===== config.mk =====
export PLATFORM = sky130hd
export DESIGN_NAME = bist_signature_analyzer
export DESIGN_NICKNAME = d
export VERILOG_FILES = /design/src/rtl/bist_signature_analyzer.sv
export SDC_FILE = /design/constraint.sdc
export NUM_CORES = 1
export LEC_CHECK = 0
export CAP_MARGIN = 0
export CORE_MARGIN = 10
export CORE_UTILIZATION = 48
export CTS_BUF_LIST = sky130_fd_sc_hd__clkbuf_8
export DETAILED_ROUTE_END_ITERATION = 10
export PLACE_DENSITY = 0.93
export SLEW_MARGIN = 25
export SYNTH_ARGS = -nofsm -noshare
export SYNTH_HDL_FRONTEND = slang
export SYNTH_SLANG_ARGS = --single-unit

===== constraint.sdc =====
create_clock -name clk -period 2.25 [get_ports clk]
set_input_delay 0.3375 -clock clk [delete_from_list [all_inputs] [get_ports clk]]
set_output_delay 0.3375 -clock clk [all_outputs]
set_load 0.02 [all_outputs]

===== src/rtl/bist_signature_analyzer.sv =====
// BIST response analyzer: compacts CUT output words into a MISR while the controller
// reports running, then checks signature and running-cycle count on finish.
module bist_signature_analyzer #(
    parameter int unsigned      WIDTH  = 16,
    parameter logic [WIDTH-1:0] POLY   = 16'h002D,
    parameter logic [WIDTH-1:0] SEED   = '0,
    parameter int unsigned      NCLOCK = 650
) (
    input  logic             clk,
    input  logic             reset,
    input  logic             init_i,
    input  logic             running_i,
    input  logic             finish_i,
    input  logic [WIDTH-1:0] data_in_i,
    input  logic [WIDTH-1:0] golden_i,
    output logic [WIDTH-1:0] signature_o,
    output logic             sig_valid_o,
    output logic             pass_o,
    output logic             fail_o,
    output logic             proto_err_o
);

    // One extra bit of headroom so an over-long run can never alias back onto NCLOCK.
    localparam int unsigned   CW        = $clog2(NCLOCK + 1) + 1;
    localparam logic [CW-1:0] CntMax    = {CW{1'b1}};
    localparam logic [CW-1:0] CntTarget = CW'(NCLOCK);

    typedef enum logic [2:0] {
        StIdle,
        StArmed,
        StCompact,
        StCheck,
        StDone
    } state_e;

    state_e           state_q, state_d;
    logic [WIDTH-1:0] sig_q, sig_d;
    logic [CW-1:0]    cnt_q, cnt_d;
    logic             valid_q, valid_d;
    logic             pass_q, pass_d;
    logic             fail_q, fail_d;
    logic             err_q, err_d;

    logic             compact;
    logic             check_ok;
    logic [WIDTH-1:0] misr_next;

    assign misr_next = {sig_q[WIDTH-2:0], 1'b0} ^ (sig_q[WIDTH-1] ? POLY : '0) ^ data_in_i;
    assign check_ok  = (sig_q == golden_i) && (cnt_q == CntTarget) && !err_q;

    // Next-state: init overrides everything; compaction is applied after the decode.
    always_comb begin
        state_d = state_q;
        sig_d   = sig_q;
        cnt_d   = cnt_q;
        valid_d = valid_q;
        pass_d  = pass_q;
        fail_d  = fail_q;
        err_d   = err_q;
        compact = 1'b0;

        if (init_i) begin
            state_d = StArmed;
            sig_d   = SEED;
            cnt_d   = '0;
            valid_d = 1'b0;
            pass_d  = 1'b0;
            fail_d  = 1'b0;
            err_d   = 1'b0;
        end else begin
            unique case (state_q)
                StArmed: begin
                    // Finish before any data is a sequence violation.
                    if (finish_i) begin
                        err_d   = 1'b1;
                        state_d = StCheck;
                    end else if (running_i) begin
                        compact = 1'b1;
                        state_d = StCompact;
                    end
                end
                StCompact: begin
                    if (finish_i) begin
                        if (running_i) begin
                            err_d = 1'b1;
                        end
                        state_d = StCheck;
                    end else if (running_i) begin
                        compact = 1'b1;
                    end
                end
                StCheck: begin
                    valid_d = 1'b1;
                    pass_d  = check_ok;
                    fail_d  = !check_ok;
                    state_d = StDone;
                end
                StIdle, StDone: begin
                    state_d = state_q;
                end
                default: begin
                    state_d = StIdle;
                end
            endcase
        end

        if (compact) begin
            sig_d = misr_next;
            cnt_d = (cnt_q == CntMax) ? cnt_q : cnt_q + CW'(1);
        end
    end

    // State and output registers with synchronous reset.
    always_ff @(posedge clk) begin
        if (reset) begin
            state_q <= StIdle;
            sig_q   <= SEED;
            cnt_q   <= '0;
            valid_q <= 1'b0;
            pass_q  <= 1'b0;
            fail_q  <= 1'b0;
            err_q   <= 1'b0;
        end else begin
            state_q <= state_d;
            sig_q   <= sig_d;
            cnt_q   <= cnt_d;
            valid_q <= valid_d;
            pass_q  <= pass_d;
            fail_q  <= fail_d;
            err_q   <= err_d;
        end
    end

    assign signature_o = sig_q;
    assign sig_valid_o = valid_q;
    assign pass_o      = pass_q;
    assign fail_o      = fail_q;
    assign proto_err_o = err_q;

endmodule


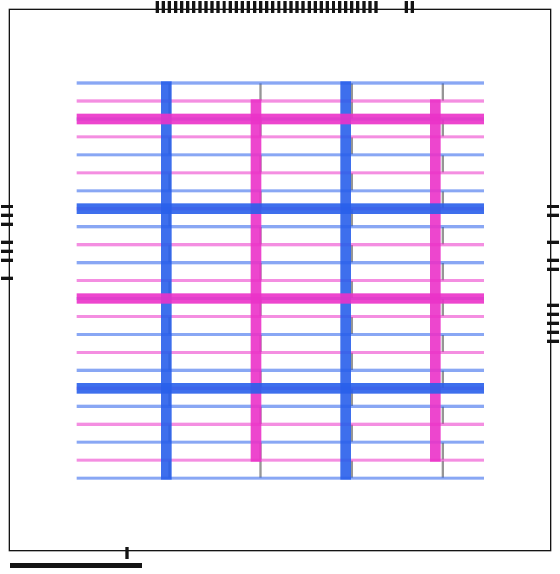
(floorplan with the power grid)
The bar under the picture is 20 um long. Pins as bars on the die edge. Tap cells in grey.
net	colour
VSS	blue
VDD	magenta
met1 rails	23
rows	22
signal pins	57
met5 straps	4
tap cells	48

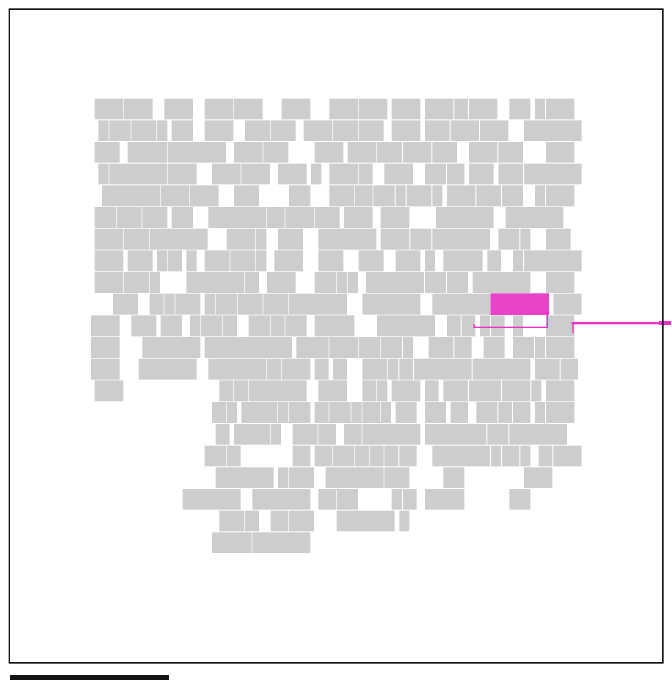
(nets reached from selected ports)
The bar under the picture is 20 um long.
port	colour	bits	direction	edge	end cells	buffers	wire
`pass_o`	magenta	1	output	east	1	1	23.6 um
I/O pins: 57
# port buffers: 56

==> CHANGELOG.md <==
### Changed

* Largest cell class: combinational gates
* Mux share at 0%
* Crit path cell chain: ha_1, and4_1, and4_1, or4_1, a21oi_1
* Die Span X at just over 80 um
* Detailed-route via count at approximately 1800
* Registers at 34
* Final TNS setup at 0 ps
* Register share after synthesis at 37.2%
* Vias per cell at 5.64
* Post-DP HPWL at 4.03 mm
* Mapped Area at 0.00183 sq mm
* WL met1 at 2.04 mm
* Slew headroom at roughly three quarters
* Max Slew Vio Count at 0
* FA/HA/MAJ Cells, Area Fraction at under 10%
* DR pass1 iterations at 4
* Post-CTS Hold Fix Bufs at 0
* Tcrit/Tclk final at around 87%
* CP Launch Type: register
* Nets at Floorplan at approximately 250
* Yosys aoi share at between 10% and 20%
* Core box area at 0.00369 sq mm
* Global-route wire length before repair at 8.49 mm
* Die Size at 0.00669 sq mm
* Worst vdd ir at 0.486 mV
* DRC at 0
* Total CTS buffers at 5
* GRT Max-Usage Layer: met2
* Avg Cell Area, Syn at ~8.7 sq um
* Met3 wire length at 384 um
* Critical Path End Type: register
* Hold WC Path Type: register to register
* Power density cells at 539 mW/mm^2
* RSZ-0062 raised after global routing: no
* Slowest stage cell on the critical path: or4_1
* GRT Util Overall at 16.4%
* Outcome: finished clean
* Logic area at 0.00108 sq mm
* Cell mode on critical path: and4_1
* Crit path largest cell delay at 520 ps
* Flop area at 681 sq um
* Grt met2 use at 27.7%
* Placed cells at between 300 and 400
* Combinational share of cell area at approximately 42%
* Met2 WL at 2.84 mm
* CP Buf/Inv Count at 0
* Die Y at around 80 um
* Largest net degree at the start of global routing at 32
* # Cells Yosys at 211
* Main logic family: simple AND/OR/NAND/NOR gates
* Top cell excl fill/tap: clkdlybuf4s50_1
* Final #Nets at 307
* Initial antenna violation count at 0
* Multi-In Gates at 160
* Least-Margin Pin Slew at 383 ps
flip-flops by register name, summed over array words and instances, names as in the netlist:
| name | count |
|---|---|
| cnt_q | 11 |
| fail_o | 1 |
| pass_o | 1 |
| proto_err_o | 1 |
| sig_valid_o | 1 |
| signature_o | 16 |
| state_q | 3 |
Yosys cell counts (3+ instances only):
master    count  share of area [%]
dfxtp_1      34                 37
xnor2_1      23                 11
nor2_1       18                3.7
a211oi_1     16                6.6
nand2_1      15                3.1
a21oi_1      14                3.8
xor2_1       14                6.7
nand3_1      10                2.7
clkbuf_1      8                1.6
inv_1         6                1.2
or4_1         5                2.0
nor4_1        4                1.4
o31ai_1       4                1.6
buf_2         3               0.82
nand4_1       3                1.0
final timing paths:
| check | start | end | slack, ps | depth (start not counted) |
|---|---|---|---|---|
| max | cnt_q[0]$_SDFFE_PP0P_ | cnt_q[6]$_SDFFE_PP0P_ | 280 | 5 |
| max reg2reg | cnt_q[0]$_SDFFE_PP0P_ | cnt_q[6]$_SDFFE_PP0P_ | 280 | 5 |
| min reg2reg | sig_valid_o$_SDFFE_PP0P_ | sig_valid_o$_SDFFE_PP0P_ | 450 | 2 |
| min | sig_valid_o$_SDFFE_PP0P_ | sig_valid_o$_SDFFE_PP0P_ | 450 | 2 |
stage by stage:
step / worst slack (ps) / hold WS, ps / power, uW / util (%) / cell area [sq um]
after floorplan: 456 / 410 / 729 / - / 1830
after global placement: 181 / 433 / 830 / 66.6 / 2460
after detailed placement: 68.9 / 438 / 836 / 66.6 / 2460
after CTS: 295 / 449 / 1400 / 69.6 / 2570
after global routing: 175 / 492 / 1440 / 69.6 / 2570
final: 282 / 449 / 1380 / 69.6 / 2570
report_power, final:
part / internal, uW / switching, uW
clock network: 326 / 234
registers: 611 / 14.8
logic: 115 / 83.0
Power figures rest on the tool's default switching activity, not on a simulated workload.
